Figure 1. Close-up of the layout (run 1).
Window x 61 to 91, y 20 to 50 um. Cells in gray, sequential cells in the stronger gray; small squares are vias.
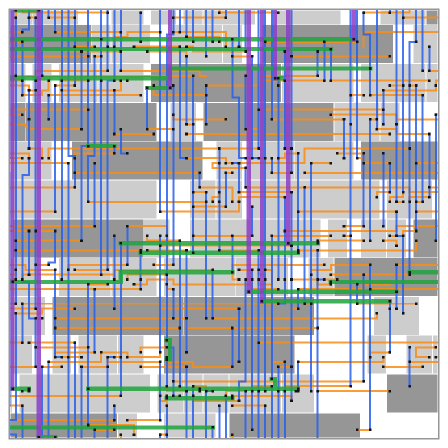
Figure 2. Cells by drive strength (run 1).
The bar under the picture is 20 um long.
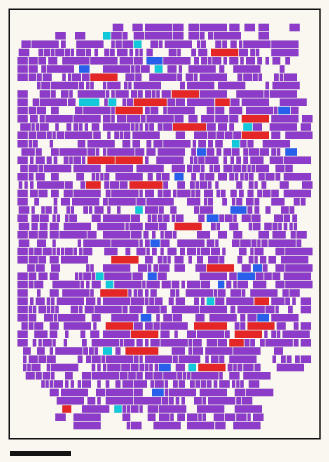
Figure 3. Register map, names as in the netlist (run 1).
The bar under the picture is 20 um long. Other sequential cells in the stronger gray, the rest of the logic in the fainter gray.
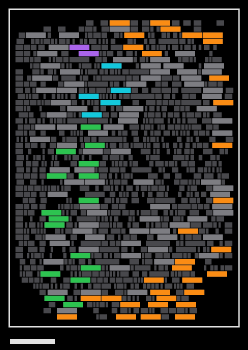
Figure 4. Routed clock nets over the placement (run 1).
The bar under the picture is 20 um long.
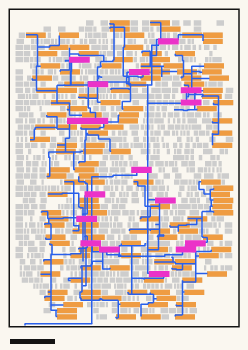
<file path="config.mk">
export PLATFORM = sky130hd
export DESIGN_NAME = sum_of_squares
export DESIGN_NICKNAME = d
export VERILOG_FILES = /design/src/rtl/sum_of_squares.sv
export SDC_FILE = /design/constraint.sdc
export NUM_CORES = 1
export LEC_CHECK = 0
export ABC_CLOCK_PERIOD_IN_PS = 8500
export CORE_ASPECT_RATIO = 1.4
export CORE_MARGIN = 2
export CORE_UTILIZATION = 63
export DETAILED_ROUTE_END_ITERATION = 8
export GPL_TIMING_DRIVEN = 1
export PLACE_DENSITY = 0.86
export SLEW_MARGIN = 0
export SYNTH_ARGS = -nofsm -noshare
export SYNTH_HDL_FRONTEND = slang
export SYNTH_SLANG_ARGS = --single-unit
</file>
<file path="constraint.sdc">
create_clock -name clk -period 8.5 [get_ports clk]
set_input_delay 1.7 -clock clk [delete_from_list [all_inputs] [get_ports clk]]
set_output_delay 1.7 -clock clk [all_outputs]
set_load 0.005 [all_outputs]
</file>
<file path="src/rtl/sum_of_squares.sv">
// Sequential x^2 + y^2 front-end for the vector-magnitude path.
// One shift-add multiplier squares |x| then |y| into a shared accumulator.
module sum_of_squares #(
  parameter int IN_WIDTH = 16,
  parameter int WIDTH    = 32
) (
  input  logic                       clk,
  input  logic                       rst,
  input  logic                       stall,
  input  logic                       in_valid,
  output logic                       in_ready,
  input  logic signed [IN_WIDTH-1:0] x,
  input  logic signed [IN_WIDTH-1:0] y,
  output logic                       out_valid,
  input  logic                       out_ready,
  output logic [WIDTH-1:0]           sum_out
);

  localparam int CW = $clog2(IN_WIDTH + 1);
  localparam logic [CW-1:0] LAST = CW'(IN_WIDTH - 1);
  localparam logic [IN_WIDTH-1:0] ONE = IN_WIDTH'(1);

  typedef enum logic [1:0] {
    IDLE,
    SQ_X,
    SQ_Y,
    DONE
  } state_t;

  state_t              state_q, state_d;
  logic [WIDTH-1:0]    acc_q, acc_d;
  logic [WIDTH-1:0]    mcand_q, mcand_d;
  logic [IN_WIDTH-1:0] mplier_q, mplier_d;
  logic [IN_WIDTH-1:0] absy_q, absy_d;
  logic [CW-1:0]       cnt_q, cnt_d;
  logic [WIDTH-1:0]    sum_q, sum_d;
  logic                ov_q, ov_d;

  logic [IN_WIDTH-1:0] abs_x;
  logic [IN_WIDTH-1:0] abs_y;
  logic [WIDTH-1:0]    acc_step;

  // Two's-complement magnitude; -2^(N-1) maps to 2^(N-1) unsigned.
  assign abs_x = x[IN_WIDTH-1] ? (~x + ONE) : x;
  assign abs_y = y[IN_WIDTH-1] ? (~y + ONE) : y;

  assign in_ready  = (state_q == IDLE);
  assign out_valid = ov_q;
  assign sum_out   = sum_q;

  always_comb begin
    state_d  = state_q;
    acc_d    = acc_q;
    mcand_d  = mcand_q;
    mplier_d = mplier_q;
    absy_d   = absy_q;
    cnt_d    = cnt_q;
    sum_d    = sum_q;
    ov_d     = ov_q;
    acc_step = mplier_q[0] ? (acc_q + mcand_q) : acc_q;
    if (stall) begin
      state_d  = IDLE;
      acc_d    = '0;
      mcand_d  = '0;
      mplier_d = '0;
      absy_d   = '0;
      cnt_d    = '0;
      sum_d    = '0;
      ov_d     = 1'b0;
    end else begin
      unique case (state_q)
        IDLE: begin
          if (in_valid) begin
            state_d  = SQ_X;
            acc_d    = '0;
            mcand_d  = {{(WIDTH-IN_WIDTH){1'b0}}, abs_x};
            mplier_d = abs_x;
            absy_d   = abs_y;
            cnt_d    = '0;
          end
        end
        SQ_X, SQ_Y: begin
          acc_d    = acc_step;
          mcand_d  = mcand_q << 1;
          mplier_d = mplier_q >> 1;
          cnt_d    = cnt_q + CW'(1);
          if (cnt_q == LAST) begin
            cnt_d = '0;
            if (state_q == SQ_X) begin
              state_d  = SQ_Y;
              mcand_d  = {{(WIDTH-IN_WIDTH){1'b0}}, absy_q};
              mplier_d = absy_q;
            end else begin
              state_d = DONE;
              sum_d   = acc_step;
              ov_d    = 1'b1;
            end
          end
        end
        DONE: begin
          if (out_ready) begin
            state_d = IDLE;
            ov_d    = 1'b0;
          end
        end
        default: state_d = IDLE;
      endcase
    end
  end

  always_ff @(posedge clk or posedge rst) begin
    if (rst) begin
      state_q  <= IDLE;
      acc_q    <= '0;
      mcand_q  <= '0;
      mplier_q <= '0;
      absy_q   <= '0;
      cnt_q    <= '0;
      sum_q    <= '0;
      ov_q     <= 1'b0;
    end else begin
      state_q  <= state_d;
      acc_q    <= acc_d;
      mcand_q  <= mcand_d;
      mplier_q <= mplier_d;
      absy_q   <= absy_d;
      cnt_q    <= cnt_d;
      sum_q    <= sum_d;
      ov_q     <= ov_d;
    end
  end

endmodule
</file>
==> reports/metrics.sh, run 1 <==
RUN_STATUS='finished, final reports clean'
YOSYS_CHIP_AREA_UM2=8373
NUMCTSBUFFERS=17
POST_SYNTH_FA_HA_MAJ_AREA_FRACTION_PCT=5.768
CELL_BY_CELL_LISTING_OF_THE_CRITICAL_PATH='clkdlybuf4s50_1, buf_4, a21oi_1, buf_4, a21boi_4, buf_4, nor2_1, o21a_1, a22o_1'
DR_WL_MET2_UM=11300
ASYNC_RESET_FF_SHARE_PCT=100.0
YS_SH_SIMPLE_PCT=15.85
ANTENNA_FOUND_INITIAL=0
SYNTHMOSTINSTANTIATEDCELL='sky130_fd_sc_hd__nand2_1'
YOSYS.AREA_SHARE.AOI_PCT=27.05
TRITONCTS_CLOCK_TREE='done'
GR-USAGE-MET2_PCT=53.99
LARGEST_CELL_CLASS='multi-input combinational cells'
ROUTE.MET3.WL_UM=1036
PWR-SHARE-SEQ_PCT=34.5
TOP_LOGIC_CELLS_BY_INSTANCE_COUNT_IN_THE_LAYOUT='147 x sky130_fd_sc_hd__nand2_1, 136 x sky130_fd_sc_hd__dfrtp_1, 73 x sky130_fd_sc_hd__o21ai_0, 70 x sky130_fd_sc_hd__clkdlybuf4s50_1, 62 x sky130_fd_sc_hd__nor2_1'
BUF_SHARE_PCT=7.730
PROPORTION_OF_POWER_DRAWN_BY_THE_CLOCK_NETWORK_PCT=35.8
GRT_START_MAX_NET_PINS=86
SYNTHESIS.AREA_UM2=8373
NNETSFINAL=1054
FIRSTDRTPASSITERS=5
CRITPATHREQUIREDTIME_NS=8.81
CLK_ROOT_BUFFER_CELL='sky130_fd_sc_hd__clkbuf_16'
FMAXACHIEVABLE_MHz=217.1
SYNTH_CELL_TYPES=70
MAXCAPVIOLATIONS=0
POST_SYNTH_MAIN_LOGIC_FAMILY='AND-OR/OR-AND gates'
P_PER_AREA_nW_PER_UM2=237.6
X_DIMENSION_OF_THE_DIE_UM=101.4
FINAL_PERIOD_MINUS_WORST_SETUP_SLACK_NS=4.606
FINAL_LAYOUT_TOP_LOGIC_CELL='sky130_fd_sc_hd__nand2_1'
GROUTE.USAGE.OVERALL_PCT=32.70
LAYOUT-DRIVE-GT1-SHARE_PCT=5.847
CTS_HOLD_BUF=0
SLEW_VIOL_FINAL=0
TOP_CELLS_BY_COUNT='147 x sky130_fd_sc_hd__nand2_1, 136 x sky130_fd_sc_hd__dfrtp_1, 73 x sky130_fd_sc_hd__o21ai_0'
LAYOUT.AREA.COMB_UM2=4692
YS_SEQ_SHARE_PCT=40.65
POSTSYNTHNETCOUNT=1011
FP_UTIL_PCT=64.73
POST_SYNTH.CELL_AREA_AVG_UM2=8.946
SHARE_OF_THE_SYNTHESIZED_AREA_IN_THE_TOP_CELL_TYPE_PCT=40.65
WORSTPATHBUFFERINVERTERCOUNT=4
SYNTH_XOR_XNOR_AREA_SHARE_PCT=5.439
SLOWEST_STAGE='sky130_fd_sc_hd__a21boi_4'
CPMOSTUSEDCELL='sky130_fd_sc_hd__buf_4'
DETAILROUTE.VIA_COUNT=7478
CTS_BUFFER_DEPTH=2
LOG.WARNING_COUNT=28
EDF_COUNT=0
CRITICAL_PATH_PEAK_FANOUT=38
REPORTED_SEQUENTIAL_GROUP_POWER_uW=806
FINAL-SETUP-VIOL-COUNT=0
INITIALDRTVIOLATIONCOUNT=367
DIE_H_UM=140.4
SYNTHTOPCELLSBYAREA='sky130_fd_sc_hd__dfrtp_1 41%, sky130_fd_sc_hd__nand2_1 6.6%, sky130_fd_sc_hd__a22o_1 6.1%'
SYNTHCELLS=936
CRIT_PATH_START_KIND='input port'
FIN_CRIT_SH_PCT=54.19
AREA_ENCLOSED_BY_THE_DIE_BOUNDARY_UM2=14240
TNS_NS=0
CLK-INSERTION-DELAY-LATE_NS=0.42
N_FILL_CELL=891
HIGHEST_LAYER='met4'
AREA.SHARE.COMBINATIONAL_PCT=47.68
CRITPATHKIND='in -> reg'
SEQ_CELL_COUNT=136
INVERTERS_EXCL_CLOCK=22
GRTUSAGEMET1_PCT=37.52
CTS_POST_SETUP_BUFFERS_INSERTED=0
NUMBER_OF_ORDINARY_AND_REPAIR_BUFFERS_IN_THE_FINISHED_LAYOUT=78
ROUTED_WL_UM=22340
CP-END-KIND='register'
SYNTH_WARN=0
DESIGN.CORE.AREA_UM2=12940
CLK_TRANSITION_REPORTED_PATHS_NS=0.06
CLOCK_AREA_SHARE_PCT=6.853
PLACE.PORT_BUFFERS=70
ANT_NETS=0
WORST-ENDPOINT-ARRIVAL_NS=4.91
SW_FRAC_OF_TOTAL_PCT=34.52
GRT_BUSIEST_LAYER='met2'
YOSYS-MUX-AREA-FRACTION_PCT=1.718
CLOCK_BUFFER_COUNT=22
GRT_PASS1_WL_UM=36480
ANTENNA_CELLS_INSERTED=0
M1WIRELENGTH_UM=8438
SYNTH-MAIN-FF-CELL='sky130_fd_sc_hd__dfrtp_1'
Back to the opening pictures, Figure 1:
legend:
  blue:
    layer: M2
  orange:
    layer: M1
  purple:
    layer: M4
  green:
    layer: M3
most frequent: dfrtp_1 (14), nand2_1 (8), a21oi_1 (8)
netlist names of flops here include: `acc_q` (9), `sum_out` (5)
cells with their middle in the window: 64
sequential cells in the window: 14

Back to the opening pictures, Figure 2:
legend:
  red:
    size: x6 and larger
    cells: 27
    share: 2.7%
    most_used: clkbuf_16
  cyan:
    size: x3 and x4
    cells: 14
    share: 1.4%
    most_used: buf_4
  blue:
    size: x2
    cells: 17
    share: 1.7%
  purple:
    size: x1 and smaller
    cells: 934
    share: 94%
    most_used: nand2_1

Back to the opening pictures, Figure 3:
legend:
  cyan:
    name_in_the_netlist: `cnt_q`
    sequential_cells: 5
    where: north
  green:
    name_in_the_netlist: `mplier_q`
    sequential_cells: 16
  orange:
    name_in_the_netlist: `sum_out`
    sequential_cells: 32
  purple:
    name_in_the_netlist: `state_q`
    sequential_cells: 2
not colored: 81

Back to the opening pictures, Figure 4:
legend:
  magenta:
    item: clock-net drivers
    count: 17
  blue:
    item: clock wires
    length: 1750 um
  orange:
    item: flip-flops
    count: 136
flops lie: all over the die
routed clock nets: 18

==> run 1: worst paths after layout <==
check	startpoint	end	slack [ns]	cells past startpoint
max	stall	mcand_q[6]	3.89	9
min	absy_q[8]	absy_q[8]	0.48	2
max reg2reg	state_q[0]	mcand_q[6]	5.06	9
min reg2reg	absy_q[8]	absy_q[8]	0.48	2
max in group asynchronous	rst	acc_q[27]	5.57	3
min in group asynchronous	rst	mcand_q[3]	1.80	2
==> run 1: stage by stage <==
stage                     util [%]  instances  setup slack (ns)  hold WS (ns)  power, uW
after CTS                    76.07       1170             3.956        0.4799       2327
after detailed placement     70.86       1138             3.551        0.4659       1488
after floorplan                  -        936             3.161        0.4435       1283
after global routing         76.07       1170             3.676        0.5119       2439
final                        76.07       1170             3.894        0.4758       2338
after global placement       70.86       1138             3.621        0.4558       1468
Figure 5. The clock network (run 1).
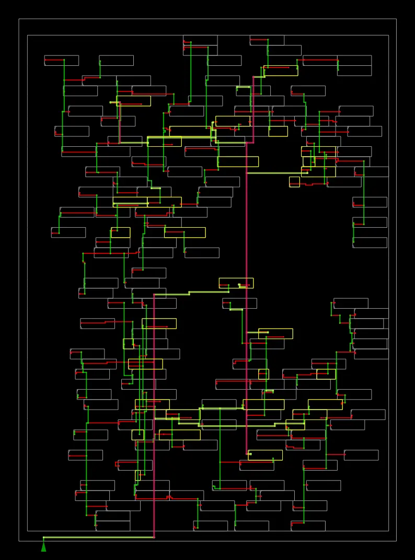

--- run 2 (diff from run 1) ---
ABC_CLOCK_PERIOD_IN_PS = 3800   (was 8500)
CORE_UTILIZATION = 53   (was 63)
PLACE_DENSITY = 0.77   (was 0.86)
clock period = 3.8 ns   (was 8.5 ns; I/O delays follow)
Figure 6. The clock network (run 2).
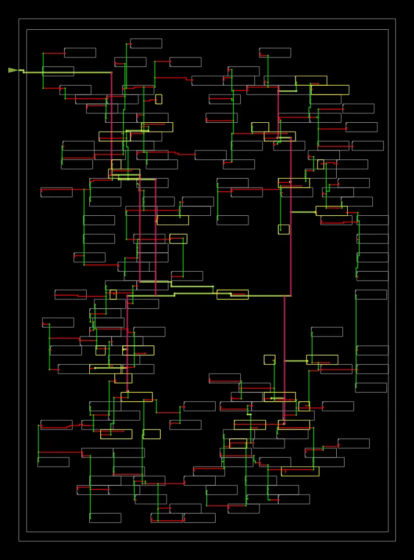
# clock sinks: 136
number of buffers created by CTS: 17
sequential cells: 136
insertion delay to the later sink of the worst-skew pair: 0.42 ns

==> run 2 against run 1 <==
Against the previous run: combinational power increased by 120%; global-route usage decreased by 5.4 points; clock skew increased by 0.00077 ns; via count decreased by 2.4%; wire length decreased by 2.7%; utilization decreased by 12 points; synthesized area unchanged; first-iteration DRC count decreased by 0.27%; design area increased by 0.51%; worst setup slack got worse by 3.2 ns; clock power increased by 100%; count of clock-buffer cells in the layout unchanged.
==> reports/metrics.sh, run 2 <==
RUN_STATUS='finished, final reports clean'
GRT_BUSIEST_LAYER='met2'
MAXPOWERGROUP='registers'
FINAL_LAYOUT_TOP_LOGIC_CELL='sky130_fd_sc_hd__nand2_1'
REPORTED_SEQUENTIAL_GROUP_POWER_uW=1790
RSZ_0062_RAISED_AFTER_GLOBAL_ROUTING='no'
START_POINT_OF_THE_CRITICAL_PATH='mcand_q[5]'
AREA_ENCLOSED_BY_THE_DIE_BOUNDARY_UM2=16830
FINAL_PERIOD_MINUS_WORST_SETUP_SLACK_NS=3.106
FIN_HOLD_WS_NS=0.4805
P_PER_AREA_nW_PER_UM2=508.3
CTS_BUFFER_DEPTH=2
CRITICAL_PATH_PEAK_FANOUT=5
FIN_CRIT_SH_PCT=81.75
IO_PINS=71
FIRSTDRTPASSITERS=5
ANT_NETS=0
SYNTHMOSTINSTANTIATEDCELL='sky130_fd_sc_hd__nand2_1'
SLEW_HEADROOM_PCT=22.25
YS_SEQ_SHARE_PCT=40.65
ANTENNA_FOUND_INITIAL=0
FINALCLOCKSKEW_NS=0.007807
FMAXACHIEVABLE_MHz=321.9
SYNTHTOPCELLSBYAREA='sky130_fd_sc_hd__dfrtp_1 41%, sky130_fd_sc_hd__nand2_1 6.6%, sky130_fd_sc_hd__a22o_1 6.1%'
DETAILROUTE.VIA_COUNT=7298
WORST_SLACK_NS=0.6935
BUF_SHARE_PCT=8.627
ROUTABILITYCONGESTION=0.9235
GR-USAGE-MET2_PCT=44.46
MULTIINPUTCOMBCELLCOUNT=724
HP-START='absy_q[1]'
GRTUSAGEMET1_PCT=32.42
PROPORTION_OF_POWER_DRAWN_BY_THE_CLOCK_NETWORK_PCT=33.8
SW_FRAC_OF_TOTAL_PCT=35.31
LAYOUT.AREA.COMB_UM2=4692
SHARE_OF_THE_SYNTHESIZED_AREA_IN_THE_TOP_CELL_TYPE_PCT=40.65
FINAL_STANDARD_CELL_UTILIZATION_OF_THE_CORE_PCT=63.65
TAPS=196
EDF_COUNT=0
SETUP_SLACK_AFTER_PLACEMENT_NS=0.7248
LOG.WARNING_COUNT=28
POWER.NET_SWITCHING_uW=1775
CRITPATHREQUIREDTIME_NS=4.10
ROUTE.MET3.WL_UM=752
AREA.SHARE.COMBINATIONAL_PCT=47.44
DIE_H_UM=152.7
GRT_PASS1_WL_UM=35780
X_DIMENSION_OF_THE_DIE_UM=110.2
SYNTH-MAIN-FF-CELL='sky130_fd_sc_hd__dfrtp_1'
WORST_HOLD_PATH.ENDPOINT='absy_q[1]'
CELL_BY_CELL_LISTING_OF_THE_CRITICAL_PATH='ha_1, a21o_1, or3_1, o21ba_2, o21ai_2, a311oi_1, buf_4, o311ai_0, nand3_1, a32o_1'
CLK_TRANSITION_REPORTED_PATHS_NS=0.06
SETUP.WORST_PATH.END='acc_q[30]'
M1WIRELENGTH_UM=8615
HIGHEST_LAYER='met4'
TNS_NS=0
SYNTHESIS.AREA_UM2=8373
PG_CLK_uW=1700
LARGEST_CELL_CLASS='multi-input combinational cells'
N_FILL_CELL=1335
TRITONCTS_CLOCK_TREE='done'
MAXCAPVIOLATIONS=0
CRITICAL_PATH.REG2REG.STARTPOINT='mcand_q[5]'
INVERTERS_EXCL_CLOCK=22
CRIT_PATH_START_KIND='register'
PLACE.PORT_BUFFERS=70
CP-END-KIND='register'
POSTSYNTHNETCOUNT=1011
WORSTREG2REGEND='acc_q[30]'
POSTSYNTHREGISTERBITS=136
REG2REGPATHDEPTH=10
INITIALDRTVIOLATIONCOUNT=366
FINAL-SETUP-VIOL-COUNT=0
HOLD_CRIT_DEPTH=2
FIN_CELLS=1197
CTS_HOLD_BUF=0
ROUTED_WL_UM=21750
CRITPATHKIND='reg -> reg'
POST-PLACE-CELLS=1165
POST_SYNTH.CELL_AREA_AVG_UM2=8.946
CLOCK_BUFFER_COUNT=22
CP_SLOWEST_STAGE_DELAY_NS=0.47
FF_TO_FF_SETUP_SLACK_NS=0.69
CTS_POST_SETUP_BUFFERS_INSERTED=0
VIA_COUNT_OF_THE_FIRST_GLOBAL_ROUTING_PASS=7202
SLEW_VIOL_FINAL=0
YOSYS_CHIP_AREA_UM2=8373
FP_UTIL_PCT=53.88
SYNTH_WARN=0
TOP_LOGIC_CELLS_BY_INSTANCE_COUNT_IN_THE_LAYOUT='147 x sky130_fd_sc_hd__nand2_1, 136 x sky130_fd_sc_hd__dfrtp_1, 73 x sky130_fd_sc_hd__o21ai_0, 70 x sky130_fd_sc_hd__clkdlybuf4s50_1, 62 x sky130_fd_sc_hd__nor2_1'
DESIGN.CORE.AREA_UM2=15540
ASYNC_RESET_FF_SHARE_PCT=100.0
SLOWEST_STAGE='sky130_fd_sc_hd__o311ai_0'
TOTAL_POWER_uW=5027
HTREEDEPTH=4
DR_WL_MET2_UM=10940
GRT_START_MAX_NET_PINS=66
NNETSFINAL=1063
CLOCK_AREA_SHARE_PCT=6.173
TOP_CELLS_BY_COUNT='147 x sky130_fd_sc_hd__nand2_1, 136 x sky130_fd_sc_hd__dfrtp_1, 73 x sky130_fd_sc_hd__o21ai_0'
WORST-ENDPOINT-ARRIVAL_NS=3.41
CLK_ROOT_BUFFER_CELL='sky130_fd_sc_hd__clkbuf_16'
NUMBER_OF_ORDINARY_AND_REPAIR_BUFFERS_IN_THE_FINISHED_LAYOUT=87
ANTENNA_CELLS_INSERTED=0
LAYOUT-DRIVE-GT1-SHARE_PCT=6.793
GROUTE.USAGE.OVERALL_PCT=27.28
SYNTH_CELL_TYPES=70
PWR-SHARE-SEQ_PCT=35.6
SYNTHCELLS=936
-- run 2: cell types whose count changed in the layout (fill, tap and decap cells not counted), sizes merged --
cell,change
buf,+9
clkinv,+3
bufinv,-3
-- run 2: cells by family (layout without fill, tap and decap cells) --
family                   count (synthesis)  in the layout  share of synthesized area (%)
AND-OR/OR-AND                          323            323                          27.05
XOR/XNOR                                52             52                          5.439
adder cells (fa/ha/maj)                 38             38                          5.768
buffers and inverters                   76            141                          3.527
flip-flops                             136            136                          40.65
multiplexers                            14             14                          1.718
AND/OR/NAND/NOR                        297            297                          15.85
-- run 2: worst max-delay path: cells and delay by family, from the launching register on --
family                     cells  cell delay, ns
buffers and inverters          1            0.17
adders and majority gates      1            0.36
DFF                            1            0.41
and+or+nand+nor                2            0.52
AOI/OAI and AO/OA              6            1.55
No activity file was given, so power comes from the tool's default toggle rates.
